Figure 1. Logic cells by family (run 1).
Bar = 20 um.
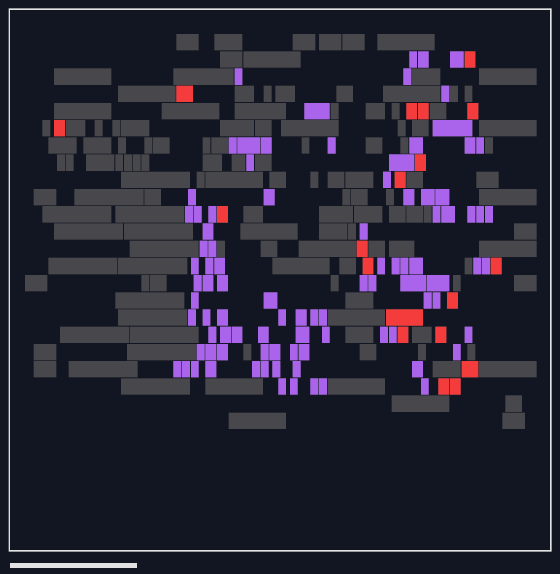
Figure 2. I/O nets highlighted (run 1).
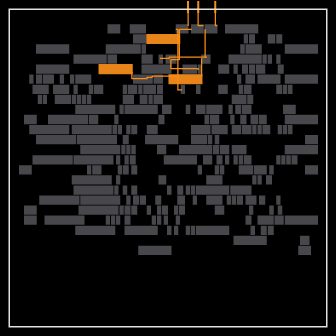
Figure 3. Cell density map (run 1).
The die is cut into 9 by 9 equal tiles; black is low, pale yellow is high, 0 to 100% covered.
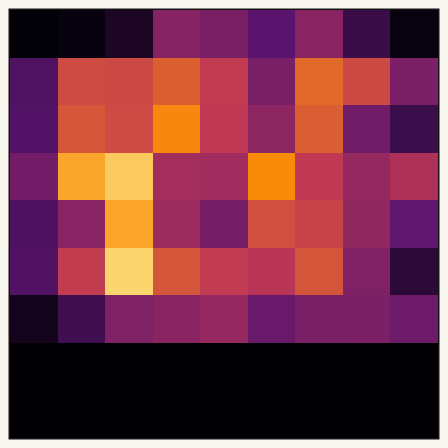
==> src/rtl/relay_frame_tx.sv <==
// relay_frame_tx: buffers nibbles in a small FIFO and serializes each one
// as a start(1) / d3..d0 / stop(0) frame at one bit per BIT_DIV clocks.
module relay_frame_tx #(
    parameter int BIT_DIV    = 16,
    parameter int FIFO_DEPTH = 4
) (
    input  logic                          clk,
    input  logic                          reset,
    input  logic                          enable,
    input  logic [3:0]                    nibble_in,
    input  logic                          nibble_valid,
    output logic                          nibble_ready,
    output logic                          serial_out,
    output logic                          busy,
    output logic [$clog2(FIFO_DEPTH):0]   fifo_count,
    output logic                          overflow
);

    localparam int PW    = $clog2(FIFO_DEPTH);
    localparam int CW    = PW + 1;
    localparam int CNT_W = $clog2(BIT_DIV);

    localparam logic [CNT_W-1:0] BIT_LAST = CNT_W'(BIT_DIV - 1);
    localparam logic [CW-1:0]    FULL     = CW'(FIFO_DEPTH);

    typedef enum logic [1:0] {
        IDLE,
        START,
        DATA,
        STOP
    } state_t;

    state_t           state;
    logic [CNT_W-1:0] bit_cnt;
    logic [1:0]       bit_idx;
    logic [3:0]       shift;

    logic [3:0]       mem [FIFO_DEPTH];
    logic [PW-1:0]    wr_ptr;
    logic [PW-1:0]    rd_ptr;
    logic [CW-1:0]    count_next;

    logic             push;
    logic             pop;
    logic             bit_end;
    logic             can_pop;

    assign push    = nibble_valid & nibble_ready;
    assign bit_end = (bit_cnt == BIT_LAST);
    assign can_pop = enable && (fifo_count != '0);
    // A frame can only be launched from IDLE or at the last clock of STOP,
    // which is what makes enable effective only at frame boundaries.
    assign pop     = can_pop && ((state == IDLE) || ((state == STOP) && bit_end));

    // Next occupancy; push and pop in the same cycle cancel out
    always_comb begin
        count_next = fifo_count + CW'(push) - CW'(pop);
    end

    // FIFO storage write port (contents need no reset, pointers gate validity)
    always_ff @(posedge clk) begin
        if (push) begin
            mem[wr_ptr] <= nibble_in;
        end
    end

    // FIFO pointers, occupancy, registered ready and sticky overflow
    always_ff @(posedge clk or negedge reset) begin
        if (!reset) begin
            wr_ptr       <= '0;
            rd_ptr       <= '0;
            fifo_count   <= '0;
            nibble_ready <= 1'b1;
            overflow     <= 1'b0;
        end else begin
            if (push) begin
                wr_ptr <= wr_ptr + 1'b1;
            end
            if (pop) begin
                rd_ptr <= rd_ptr + 1'b1;
            end
            fifo_count   <= count_next;
            nibble_ready <= (count_next != FULL);
            if (nibble_valid && !nibble_ready) begin
                overflow <= 1'b1;
            end
        end
    end

    // Frame sequencer with registered serial line and busy flag
    always_ff @(posedge clk or negedge reset) begin
        if (!reset) begin
            state      <= IDLE;
            bit_cnt    <= '0;
            bit_idx    <= '0;
            shift      <= '0;
            serial_out <= 1'b0;
            busy       <= 1'b0;
        end else begin
            case (state)
                IDLE: begin
                    if (pop) begin
                        state      <= START;
                        shift      <= mem[rd_ptr];
                        bit_cnt    <= '0;
                        serial_out <= 1'b1;
                        busy       <= 1'b1;
                    end
                end
                START: begin
                    if (bit_end) begin
                        state      <= DATA;
                        bit_cnt    <= '0;
                        bit_idx    <= '0;
                        serial_out <= shift[3];
                    end else begin
                        bit_cnt <= bit_cnt + 1'b1;
                    end
                end
                DATA: begin
                    if (bit_end) begin
                        bit_cnt <= '0;
                        if (bit_idx == 2'd3) begin
                            state      <= STOP;
                            serial_out <= 1'b0;
                        end else begin
                            shift      <= {shift[2:0], 1'b0};
                            serial_out <= shift[2];
                            bit_idx    <= bit_idx + 1'b1;
                        end
                    end else begin
                        bit_cnt <= bit_cnt + 1'b1;
                    end
                end
                STOP: begin
                    if (bit_end) begin
                        bit_cnt <= '0;
                        if (pop) begin
                            state      <= START;
                            shift      <= mem[rd_ptr];
                            serial_out <= 1'b1;
                        end else begin
                            state      <= IDLE;
                            serial_out <= 1'b0;
                            busy       <= 1'b0;
                        end
                    end else begin
                        bit_cnt <= bit_cnt + 1'b1;
                    end
                end
                default: begin
                    state      <= IDLE;
                    serial_out <= 1'b0;
                    busy       <= 1'b0;
                end
            endcase
        end
    end

endmodule

==> config.mk <==
export PLATFORM = sky130hd
export DESIGN_NAME = relay_frame_tx
export DESIGN_NICKNAME = d
export VERILOG_FILES = /design/src/rtl/relay_frame_tx.sv
export SDC_FILE = /design/constraint.sdc
export NUM_CORES = 1
export LEC_CHECK = 0
export ABC_AREA = 1
export CAP_MARGIN = 20
export CORE_MARGIN = 2
export CORE_UTILIZATION = 30
export CTS_BUF_LIST = sky130_fd_sc_hd__clkbuf_4
export DETAILED_ROUTE_END_ITERATION = 8
export GPL_TIMING_DRIVEN = 1
export PLACE_DENSITY = 0.5
export SYNTH_ARGS = -nofsm -noshare
export SYNTH_HDL_FRONTEND = slang
export SYNTH_SLANG_ARGS = --single-unit
==> constraint.sdc <==
create_clock -name clk -period 1.95 [get_ports clk]
set_input_delay 0.2925 -clock clk [delete_from_list [all_inputs] [get_ports clk]]
set_output_delay 0.2925 -clock clk [all_outputs]
set_load 0.03 [all_outputs]
==> results.json, run 1 <==
{
  "status": "completed",
  "met2_wirelength_um": 1653,
  "topCellsByArea": "dfrtp_1 (28%), edfxtp_1 (24%), nand2_1 (11%), ha_1 (8.2%), nand3_1 (5.3%)",
  "yosysWarnings": 0,
  "path_buffers": 0,
  "ys_sh_aoi": 0.05612,
  "tightest_slew_ps": 410.4,
  "vias": 1390,
  "share_comb_of_total_power": 0.272,
  "top_regs": "mem (16), bit_cnt (4), shift (4)",
  "clkSlewWorstSetupHoldPaths_ps": 130,
  "syn_to_final_growth_pct": 21.37,
  "grt_pass1_wl_um": 6147,
  "finalHoldViolCount": 0,
  "synthArstFlopShare": 0.5897,
  "dr_wl_met3_um": 117,
  "drt_pass1_iterations": 4,
  "largest_register": "mem",
  "rsz0062_at_grt": "yes",
  "buffers": 29,
  "hpwl_um": 2734,
  "timing.max_cap.violations": 0,
  "slowest_delay_ps": 540,
  "r2r-end": "nibble_ready",
  "seq_cells": 39,
  "use_met1": 0.1367,
  "endpoint": "nibble_ready",
  "detail_route.wirelength.met1_um": 1751,
  "netlist_instances": 208,
  "die_area_um2": 7281,
  "num-nonclk-inverters": 23,
  "r2r_cells": 10,
  "critPathRequiredTime_ps": 2260,
  "r2r_start": "state[1]",
  "grt_util_met2": 0.1719,
  "logic_gates": 145,
  "power_switching_mw": 0.6674,
  "cts_tree": "done",
  "top_usage_layer": "met2",
  "relSlewSlack": 0.7264,
  "cp_max_fo": 4,
  "drive_gt1_frac": 0.1844,
  "crit_start": "state[1]",
  "clk_path_buf_depth": 2,
  "max_freq_mhz": 526.7,
  "totalNegativeSetupSlack_ps": 0,
  "largest_register_ffs": 16,
  "clockRootBuffer": "clkbuf_4",
  "top_cells_by_count": "nand2_1 (59), dfrtp_1 (22), nand3_1 (21), inv_1 (19), edfxtp_1 (16)",
  "setup_ws_ps": 51.49,
  "grt_util_all_layers": 0.1078,
  "finalCritPeriodShare": 0.9736,
  "yosys.stat.chipArea_um2": 1984,
  "die_h_um": 85.33,
  "postRouteAntennaNets": 0,
  "drt_iter0_markers": 50,
  "top_logic_kind": "simple AND/OR/NAND/NOR gates",
  "mux_area_frac": 0,
  "syn_area_per_cell_um2": 9.540,
  "dp_slack_ps": -91.96,
  "crit_family": "adder cells",
  "grt_max_degree": 24,
  "die_w_um": 85.33,
  "criticalPathCategory": "reg -> reg",
  "p_comb_mw": 0.554,
  "peakVddDrop_uv": 417.8,
  "logic_area_um2": 850.8,
  "r2r_setup_slack_ps": 50,
  "fill_cells": 650,
  "top_area_frac": 0.2774,
  "synth-xor-area-share": 0.02207,
  "synth_seq_share": 0.5328,
  "min_period_ps": 1899,
  "ctsResizeCount": 0,
  "fin_area_um2": 2409,
  "fp-row-count": 29,
  "warning_count": 35,
  "pwr_density_cell_nw_per_um2": 844.9,
  "fin_worst_skew_ps": 7.890,
  "grt_overflow": 0,
  "path_depth": 10,
  "synthesis.area_um2": 1984,
  "core-area_um2": 6386,
  "p_int_mw": 1.368,
  "nonClkBufAreaFrac": 0.1060,
  "nClkBuffers": 5,
  "p_leak_nw": 1.117,
  "ys_cells": 208,
  "dominant_cells": "registers",
  "start_kind": "flop"
}
## Picture notes: Figure 1
[nand cells] purple | cells: 93
[aoi and oai cells] red | cells: 19
final std cells w/o fill: 321
most used logic cell in the final layout: nand2_1
fraction of area in multi-input gates: 0.3532

## Picture notes: Figure 2
[`fifo_count`] orange | direction: output | edge: north | end cells: 3 | buffers: 4 | wire: 95.4 um
# IOs: 15
I/O Buffers: 14

## Picture notes: Figure 3
densest ninth of the die: west
emptiest ninth of the die: south-west
mean over tiles: 32%
tiles over 75% full: 4.9%
fullest tile: 91%

==> run 2, diff against run 1 <==
--- a/config.mk
+++ b/config.mk
@@ -12,7 +12,7 @@
 export CTS_BUF_LIST = sky130_fd_sc_hd__clkbuf_4
 export DETAILED_ROUTE_END_ITERATION = 8
 export GPL_TIMING_DRIVEN = 1
-export PLACE_DENSITY = 0.5
+export PLACE_DENSITY = 0.49
 export SYNTH_ARGS = -nofsm -noshare
 export SYNTH_HDL_FRONTEND = slang
 export SYNTH_SLANG_ARGS = --single-unit
==> constraint.sdc (replaced) <==
create_clock -name clk -period 2.2 [get_ports clk]
set_input_delay 0.33 -clock clk [delete_from_list [all_inputs] [get_ports clk]]
set_output_delay 0.33 -clock clk [all_outputs]
set_load 0.03 [all_outputs]
==> run 2 against run 1 <==
Combinational power is 19% lower. Final area decreased by 2.9%. Global-route usage grew 0.56 points. Setup slack improved by 96 ps. Count of clock-buffer cells in the layout unchanged. Clock skew down 2.8 ps. Area after synthesis is the same. Clock power is 18% higher. Fmax fell by 7.5%. Critical path depth increased by 1. Die area unchanged. Cell count is 3.1% lower. Critical endpoint unchanged. Largest cell class unchanged.
==> results.json, run 2 <==
{
  "status": "completed",
  "slowest_delay_ps": 460,
  "min_period_ps": 2053,
  "core-area_um2": 6386,
  "grt_util_all_layers": 0.1134,
  "crit_family": "adder cells",
  "relSlewSlack": 0.6520,
  "largest_register": "mem",
  "synthesis.area_um2": 1984,
  "yosysWarnings": 0,
  "r2r_setup_slack_ps": 150,
  "die_w_um": 85.33,
  "endpoint": "nibble_ready",
  "drive_gt1_frac": 0.1325,
  "cts_tree": "done",
  "top_regs": "mem (16), bit_cnt (4), shift (4)",
  "syn_to_final_growth_pct": 17.84,
  "ys_cells": 208,
  "rsz0062_at_grt": "no",
  "mux_area_frac": 0,
  "fin_area_um2": 2338,
  "fin_worst_skew_ps": 5.076,
  "finalCritPeriodShare": 0.9331,
  "vias": 1355,
  "setup_ws_ps": 147.2,
  "path_depth": 11,
  "nClkBuffers": 5,
  "r2r_cells": 11,
  "io_pins": 15,
  "p_comb_mw": 0.448,
  "drt_pass1_iterations": 4,
  "ys_sh_aoi": 0.05612,
  "drt_iter0_markers": 49,
  "die_h_um": 85.33,
  "synthArstFlopShare": 0.5897,
  "peakVddDrop_uv": 495.5,
  "r2r_start": "state[0]",
  "num-nonclk-inverters": 23,
  "netlist_instances": 208,
  "clockRootBuffer": "clkbuf_4",
  "clkSlewWorstSetupHoldPaths_ps": 130,
  "totalNegativeSetupSlack_ps": 0,
  "finalHoldViolCount": 0,
  "postRouteAntennaNets": 0,
  "clk_path_buf_depth": 2,
  "synth_seq_share": 0.5328,
  "dominant_cells": "registers",
  "logic_gates": 145,
  "max_freq_mhz": 487.1,
  "power_switching_mw": 0.5899,
  "dr_wl_met3_um": 107,
  "largest_register_ffs": 16,
  "yosys.stat.chipArea_um2": 1984,
  "grt_pass1_wl_um": 6499,
  "p_int_mw": 1.300,
  "fp-row-count": 29,
  "layout_top_cell": "nand2_1",
  "logic_area_um2": 833.3,
  "critPathRequiredTime_ps": 2490,
  "hpwl_um": 2842,
  "syn_area_per_cell_um2": 9.540,
  "criticalPathCategory": "reg -> reg",
  "crit_start": "state[0]",
  "top_usage_layer": "met2",
  "synth-xor-area-share": 0.02207,
  "grt_util_met2": 0.1797,
  "topCellsByArea": "dfrtp_1 (28%), edfxtp_1 (24%), nand2_1 (11%), ha_1 (8.2%), nand3_1 (5.3%)",
  "met2_wirelength_um": 1600,
  "warning_count": 34,
  "detail_route.wirelength.met1_um": 1890,
  "pwr_density_cell_nw_per_um2": 808.2,
  "p_leak_nw": 1.082,
  "grt_max_degree": 14,
  "ctsResizeCount": 0,
  "use_met1": 0.1521,
  "top_logic_kind": "simple AND/OR/NAND/NOR gates",
  "top_cells_by_count": "nand2_1 (59), dfrtp_1 (22), nand3_1 (21), inv_1 (19), edfxtp_1 (16)",
  "share_comb_of_total_power": 0.237,
  "seq_cells": 39,
  "tightest_slew_ps": 520.3
}
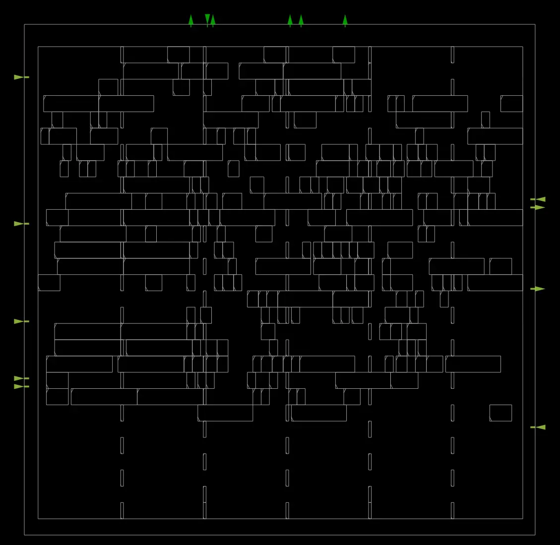
Figure 4: run 2, cell outlines without signal wires.
final std cells w/o fill: 311
flop share of the area: 0.4527

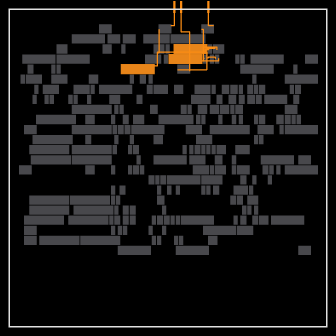
Figure 5: run 2, I/O nets highlighted.
[`fifo_count`] orange | direction: output | edge: north | end cells: 3 | buffers: 3 | wire: 91.4 um

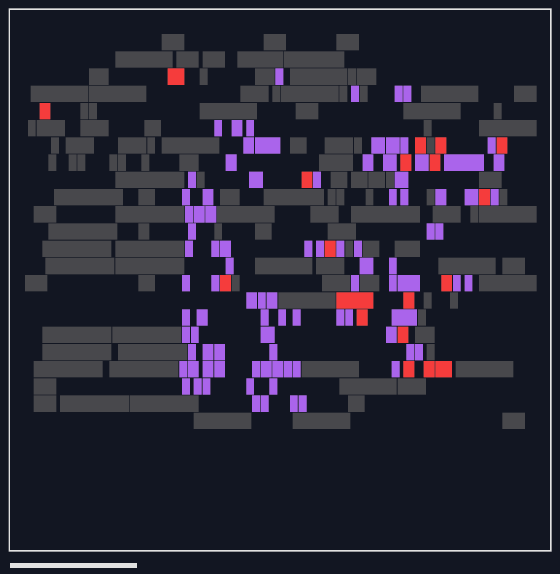
Figure 6: run 2, logic cells by family.
Bar = 20 um.
[nand cells] purple | cells: 93 | where: centre
[aoi and oai cells] red | cells: 19
fraction of area in multi-input gates: 0.3563

Power figures rest on the tool's default switching activity, not on a simulated workload.
